[config.mk]
export PLATFORM = sky130hd
export DESIGN_NAME = match_scoreboard
export DESIGN_NICKNAME = d
export VERILOG_FILES = /design/src/rtl/score_pkg.sv /design/src/rtl/edge_sync.sv /design/src/rtl/match_scoreboard.sv
export SDC_FILE = /design/constraint.sdc
export NUM_CORES = 1
export LEC_CHECK = 0
export CORE_ASPECT_RATIO = 1.75
export CORE_UTILIZATION = 30
export DETAILED_ROUTE_END_ITERATION = 10
export PLACE_DENSITY = 0.55
export SYNTH_ARGS = -nofsm -noshare
export SYNTH_HDL_FRONTEND = slang
export SYNTH_SLANG_ARGS = --single-unit
[constraint.sdc]
create_clock -name clk -period 2.47 [get_ports clk]
set_clock_uncertainty 0.2 [all_clocks]
set_input_delay 0.247 -clock clk [delete_from_list [all_inputs] [get_ports clk]]
set_output_delay 0.247 -clock clk [all_outputs]
set_load 0.1 [all_outputs]
[src/rtl/score_pkg.sv]
// rtl/score_pkg.sv - shared state encoding and player ids for match_scoreboard
package score_pkg;

    typedef enum logic [1:0] {
        ST_PLAY_P1    = 2'd0,
        ST_PLAY_P2    = 2'd1,
        ST_WAIT_KICK  = 2'd2,
        ST_MATCH_OVER = 2'd3
    } st_e;

    localparam logic P1 = 1'b0;
    localparam logic P2 = 1'b1;

endpackage

[src/rtl/edge_sync.sv]
// rtl/edge_sync.sv - two-flop input sampler with rising-edge detect
module edge_sync (
    input  logic clk,
    input  logic reset,
    input  logic d,
    output logic rise
);

    logic f0_q;
    logic f1_q;

    always_ff @(posedge clk or posedge reset) begin
        if (reset) begin
            f0_q <= 1'b0;
            f1_q <= 1'b0;
        end else begin
            f0_q <= d;
            f1_q <= f0_q;
        end
    end

    // One event per high level, visible in the cycle after the first sample.
    assign rise = f0_q & ~f1_q;

endmodule

[src/rtl/match_scoreboard.sv]
// rtl/match_scoreboard.sv - two-player point/set scorekeeper with serve tracking
// Optional feature macro: WIN_BY_TWO_EN (set requires a two-point lead, deuce reload).
module match_scoreboard
    import score_pkg::*;
#(
    parameter int PTS_W       = 3,
    parameter int PTS_TO_WIN  = 5,
    parameter int SETS_W      = 3,
    parameter int SETS_TO_WIN = 3
) (
    input  logic              clk,
    input  logic              reset,
    input  logic              win1,
    input  logic              win2,
    input  logic              kick,
    output logic [PTS_W-1:0]  sc1,
    output logic [PTS_W-1:0]  sc2,
    output logic [SETS_W-1:0] tsc1,
    output logic [SETS_W-1:0] tsc2,
    output logic [1:0]        st,
    output logic              toIDLE
);

    localparam logic [PTS_W:0]  PTS_ONE  = (PTS_W+1)'(1);
    localparam logic [PTS_W:0]  PTS_T    = (PTS_W+1)'(PTS_TO_WIN);
    localparam logic [SETS_W:0] SETS_ONE = (SETS_W+1)'(1);
    localparam logic [SETS_W:0] SETS_T   = (SETS_W+1)'(SETS_TO_WIN);
`ifdef WIN_BY_TWO_EN
    localparam logic [PTS_W:0]  PTS_TWO  = (PTS_W+1)'(2);
    localparam logic [PTS_W:0]  PTS_M1   = (PTS_W+1)'(PTS_TO_WIN - 1);
`endif

    logic w1_rise;
    logic w2_rise;
    logic kick_rise;

    edge_sync u_sync_win1 (.clk(clk), .reset(reset), .d(win1), .rise(w1_rise));
    edge_sync u_sync_win2 (.clk(clk), .reset(reset), .d(win2), .rise(w2_rise));
    edge_sync u_sync_kick (.clk(clk), .reset(reset), .d(kick), .rise(kick_rise));

    st_e               st_q, st_d;
    logic              server_q, server_d;
    logic [PTS_W-1:0]  sc1_q, sc1_d;
    logic [PTS_W-1:0]  sc2_q, sc2_d;
    logic [SETS_W-1:0] tsc1_q, tsc1_d;
    logic [SETS_W-1:0] tsc2_q, tsc2_d;
    logic              toidle_q, toidle_d;

    always_ff @(posedge clk or posedge reset) begin
        if (reset) begin
            st_q     <= ST_WAIT_KICK;
            server_q <= P1;
            sc1_q    <= '0;
            sc2_q    <= '0;
            tsc1_q   <= '0;
            tsc2_q   <= '0;
            toidle_q <= 1'b0;
        end else begin
            st_q     <= st_d;
            server_q <= server_d;
            sc1_q    <= sc1_d;
            sc2_q    <= sc2_d;
            tsc1_q   <= tsc1_d;
            tsc2_q   <= tsc2_d;
            toidle_q <= toidle_d;
        end
    end

    // Point arithmetic is one bit wider than the counters so the compare never wraps.
    logic              scorer;
    logic [PTS_W:0]    pts_new;
    logic [SETS_W:0]   sets_new;
    logic              set_won;
    logic              deuce;
    logic              match_won;
`ifdef WIN_BY_TWO_EN
    logic [PTS_W:0]    pts_other;
`endif

    always_comb begin
        scorer   = w2_rise ? P2 : P1;
        pts_new  = ((scorer == P1) ? {1'b0, sc1_q} : {1'b0, sc2_q}) + PTS_ONE;
        sets_new = ((scorer == P1) ? {1'b0, tsc1_q} : {1'b0, tsc2_q}) + SETS_ONE;
`ifdef WIN_BY_TWO_EN
        pts_other = (scorer == P1) ? {1'b0, sc2_q} : {1'b0, sc1_q};
        set_won   = (pts_new >= PTS_T) && (pts_new >= pts_other + PTS_TWO);
        // Tie at or past game point folds back to PTS_TO_WIN-1 so widths stay bounded.
        deuce     = !set_won && (pts_new == pts_other) && (pts_new >= PTS_M1);
`else
        set_won   = (pts_new >= PTS_T);
        deuce     = 1'b0;
`endif
        match_won = (sets_new >= SETS_T);
    end

    always_comb begin
        st_d     = st_q;
        server_d = server_q;
        sc1_d    = sc1_q;
        sc2_d    = sc2_q;
        tsc1_d   = tsc1_q;
        tsc2_d   = tsc2_q;
        toidle_d = 1'b0;

        unique case (st_q)
            ST_WAIT_KICK: begin
                if (kick_rise) begin
                    st_d = (server_q == P1) ? ST_PLAY_P1 : ST_PLAY_P2;
                end
            end
            ST_PLAY_P1, ST_PLAY_P2: begin
                if (w1_rise ^ w2_rise) begin
                    server_d = (scorer == P1) ? P2 : P1;
                    st_d     = ST_WAIT_KICK;
                    if (set_won) begin
                        sc1_d = '0;
                        sc2_d = '0;
                        if (scorer == P1) begin
                            tsc1_d = sets_new[SETS_W-1:0];
                        end else begin
                            tsc2_d = sets_new[SETS_W-1:0];
                        end
                        if (match_won) begin
                            st_d     = ST_MATCH_OVER;
                            toidle_d = 1'b1;
                        end
                    end else if (deuce) begin
`ifdef WIN_BY_TWO_EN
                        sc1_d = PTS_M1[PTS_W-1:0];
                        sc2_d = PTS_M1[PTS_W-1:0];
`endif
                    end else if (scorer == P1) begin
                        sc1_d = pts_new[PTS_W-1:0];
                    end else begin
                        sc2_d = pts_new[PTS_W-1:0];
                    end
                end
            end
            ST_MATCH_OVER: begin
                if (kick_rise) begin
                    sc1_d    = '0;
                    sc2_d    = '0;
                    tsc1_d   = '0;
                    tsc2_d   = '0;
                    server_d = P1;
                    st_d     = ST_WAIT_KICK;
                end
            end
            default: st_d = ST_WAIT_KICK;
        endcase
    end

    assign sc1    = sc1_q;
    assign sc2    = sc2_q;
    assign tsc1   = tsc1_q;
    assign tsc2   = tsc2_q;
    assign st     = st_q;
    assign toIDLE = toidle_q;

endmodule

### Met2 routing, run 1

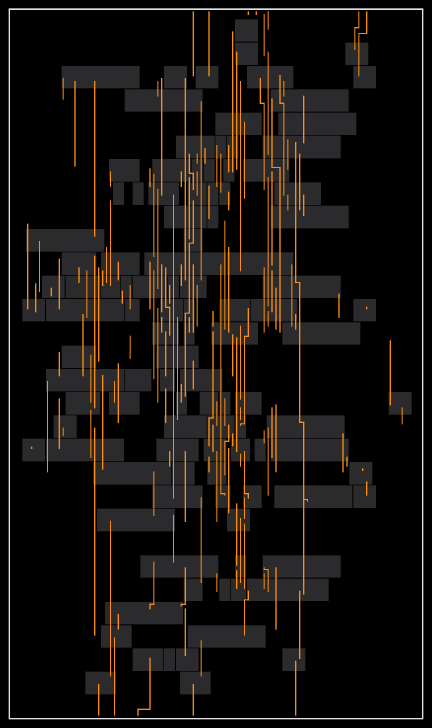
- wire length on this layer: 1,110 um
- nets with wire on the layer: 103
Total Wirelength: 2070 um
grt met2 use: 19.1%
via count: 720

### Signal wires on met1, run 1

Bar = 10 um. Supply wires on this layer in grey.
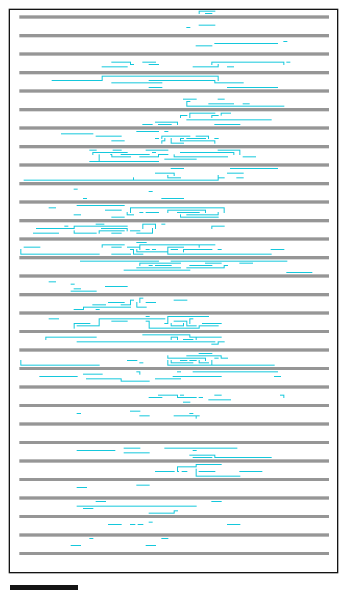
- longest straight run: 28.5 um
- wire length on this layer: 887 um
- share of all routed wire: 43%
met1 usage: 16.9%

==> Slide: Implementation Results, run 1 <==
Flow Results at a Glance

Status
  • Run status: finished, final reports clean

Yosys
  • Top-count cell post-synth: dfrtp_1
  • Yosys stat area: 1110 um2
  • Synth Area in XOR/XNOR: 2.24%
  • Top cells by area: dfrtp_1 (47%), mux2_4 (8.1%), mux2_2 (5.1%)
  • Post-synth EDFFs: 0
  • Top logic family: multiplexers
  • Area leader share: 47.1%
  • Aoi share: 10.4%

Setup path
  • Delay-heaviest family, CP: AND-OR/OR-AND gates
  • CP max FO: 6
  • Crit Path Class: reg -> reg
  • Critical Path Sink: st[0]$_DFFE_PP0P_
  • Number of cells on the critical path: 7

Timing
  • RSZ-0062 raised after global routing: no
  • Hold_ws: 0.109 ns
  • Post-route setup TNS: 0 ns
  • Final worst slack: 0.380 ns
  • Slew HR: 76.0%

Finish
  • Comb. cell area: 509 um2
  • Top cell category: registers
  • Fillcell total: 364
  • Non-clock buffers: 20
  • Buffer share of cell area: 11.9%

Drt
  • Routed met2 length: 1110 um
  • Initial DRT Pass Iterations: 3
  • Initial DRC Count: 12
  • Vias/cell: 4.62

CTS
  • Postcts setup bufs: 0
  • Clock Tree Root: clkbuf_8
  • Hold-fix buffer count after cts: 0
  • H-tree depth: 1
  • Worst-path clk slew: 0.08 ns

Worst hold path
  • Worst hold path type: in -> async

Placement
  • Gpl congestion: 0.739
  • I/O Buffers: 19

Floorplanning
  • # IOs: 20
  • Die Area: 3970 um2
  • Well Taps: 46
  • Die H: 82.6 um

Global routing
  • Vias in the first global route: 736
  • Initial antenna violation count: 0
  • Largest net degree at the start of global routing: 23
### Track usage over the die, run 1

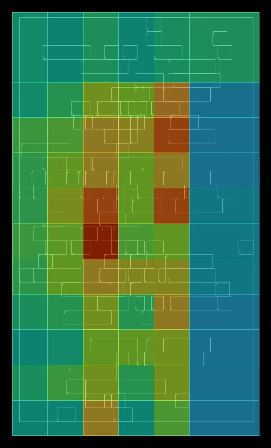
global router's overall resource usage: 12.4%
fin util: 37.5%
WL per Instance: 13.3 um

--- run 2 (diff from run 1) ---
Clock period 2.47 ns to 2 ns, I/O delays scaled along.
### Met3 routing, run 2

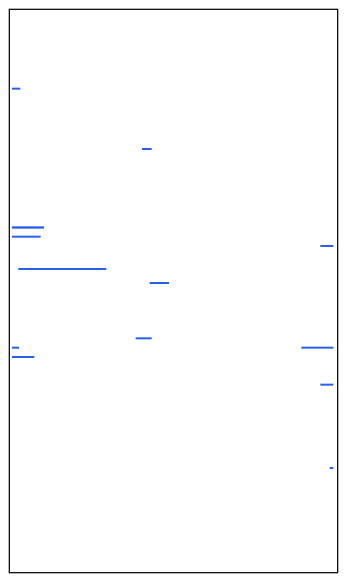
- share of all routed wire: 1.8%
- main direction: horizontal
- nets with wire on the layer: 10
- wire length on this layer: 39.1 um
- longest straight run: 12.6 um
Total Wirelength: 2160 um
via count: 752
met3 usage: 1.96%

==> run 2 against run 1 <==
Effect of this change:
- design area up 7.1%
- core utilization up 2.6 points
- via count up 4.4%
- synthesized area unchanged
- sequential share of layout area down 1.1 points
- die area unchanged
- critical path depth down 1
==> Slide: Implementation Results, run 2 <==
Flow Results at a Glance

CTS
  • H-tree depth: 1

Yosys
  • Post-synth EDFFs: 0
  • Synth Area in XOR/XNOR: 2.24%
  • Yosys stat area: 1110 um2
  • Top-count cell post-synth: dfrtp_1
  • Aoi share: 10.4%

Floorplanning
  • Die H: 82.6 um
  • # IOs: 20
  • Die Area: 3970 um2

Status
  • Run status: finished, final reports clean

Worst hold path
  • Worst hold path type: in -> async

Drt
  • Initial DRC Count: 12
  • Initial DRT Pass Iterations: 4

Finish
  • Buffer share of cell area: 15.6%
  • Fin util: 40.2%
  • Comb. cell area: 517 um2
  • Non-clock buffers: 27
  • Top cell category: registers

Placement
  • I/O Buffers: 19
  • Gpl congestion: 0.793

Global routing
  • Global router's overall resource usage: 13.1%
  • Grt met2 use: 22.4%
  • Largest net degree at the start of global routing: 23

Setup path
  • Delay-heaviest family, CP: AND-OR/OR-AND gates
  • Critical Path Sink: st[0]$_DFFE_PP0P_
  • CP max FO: 4

Timing
  • Final worst slack: 0.0945 ns
  • Hold_ws: 0.0589 ns
  • Post-route setup TNS: 0 ns
--- run 3 (diff from run 2) ---
Settings changed: ABC_AREA from default to 0.
### Track usage over the die, run 3

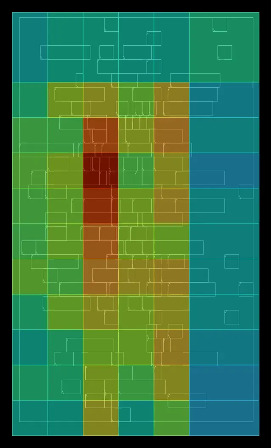
global router's overall resource usage: 13.1%
fin util: 40.2%

==> run 3 against run 2 <==
Effect of this change:
- via count unchanged
- hold slack is the same
- die area unchanged
- routed wire length unchanged
- synthesized cell count did not move
- synthesized area is the same
- register-to-register slack hardly changed
- largest cell class unchanged
==> Slide: Implementation Results, run 3 <==
Flow Results at a Glance

Status
  • Run status: finished, final reports clean

Drt
  • WL per Instance: 13.2 um
  • Vias/cell: 4.61
  • Initial DRC Count: 12
  • Via count: 752

Yosys
  • Aoi share: 10.4%
  • Top cells by area: dfrtp_1 (47%), mux2_4 (8.1%), mux2_2 (5.1%)
  • Synth Area in XOR/XNOR: 2.24%
  • Yosys stat area: 1110 um2
  • Top logic family: multiplexers
  • Top-count cell post-synth: dfrtp_1

Global routing
  • Initial antenna violation count: 0
  • Met1 usage: 14.3%
  • Met3 usage: 1.96%
  • Largest net degree at the start of global routing: 23
  • Vias in the first global route: 816
  • Grt met2 use: 22.4%

Setup path
  • Crit Path Class: reg -> reg
  • Delay-heaviest family, CP: AND-OR/OR-AND gates
  • Critical Path Sink: st[0]$_DFFE_PP0P_

CTS
  • Worst-path clk slew: 0.08 ns
  • Hold-fix buffer count after cts: 0
  • H-tree depth: 1
  • Postcts setup bufs: 2
  • Clock Tree Root: clkbuf_8

Floorplanning
  • Well Taps: 46
  • Die Area: 3970 um2
  • # IOs: 20

Placement
  • I/O Buffers: 19
  • Gpl congestion: 0.793

Finish
  • Non-clock buffers: 27
  • Fillcell total: 338
  • Comb. cell area: 517 um2
  • Top cell category: registers

Timing
  • Hold_ws: 0.0589 ns
  • RSZ-0062 raised after global routing: no
  • Post-route setup TNS: 0 ns
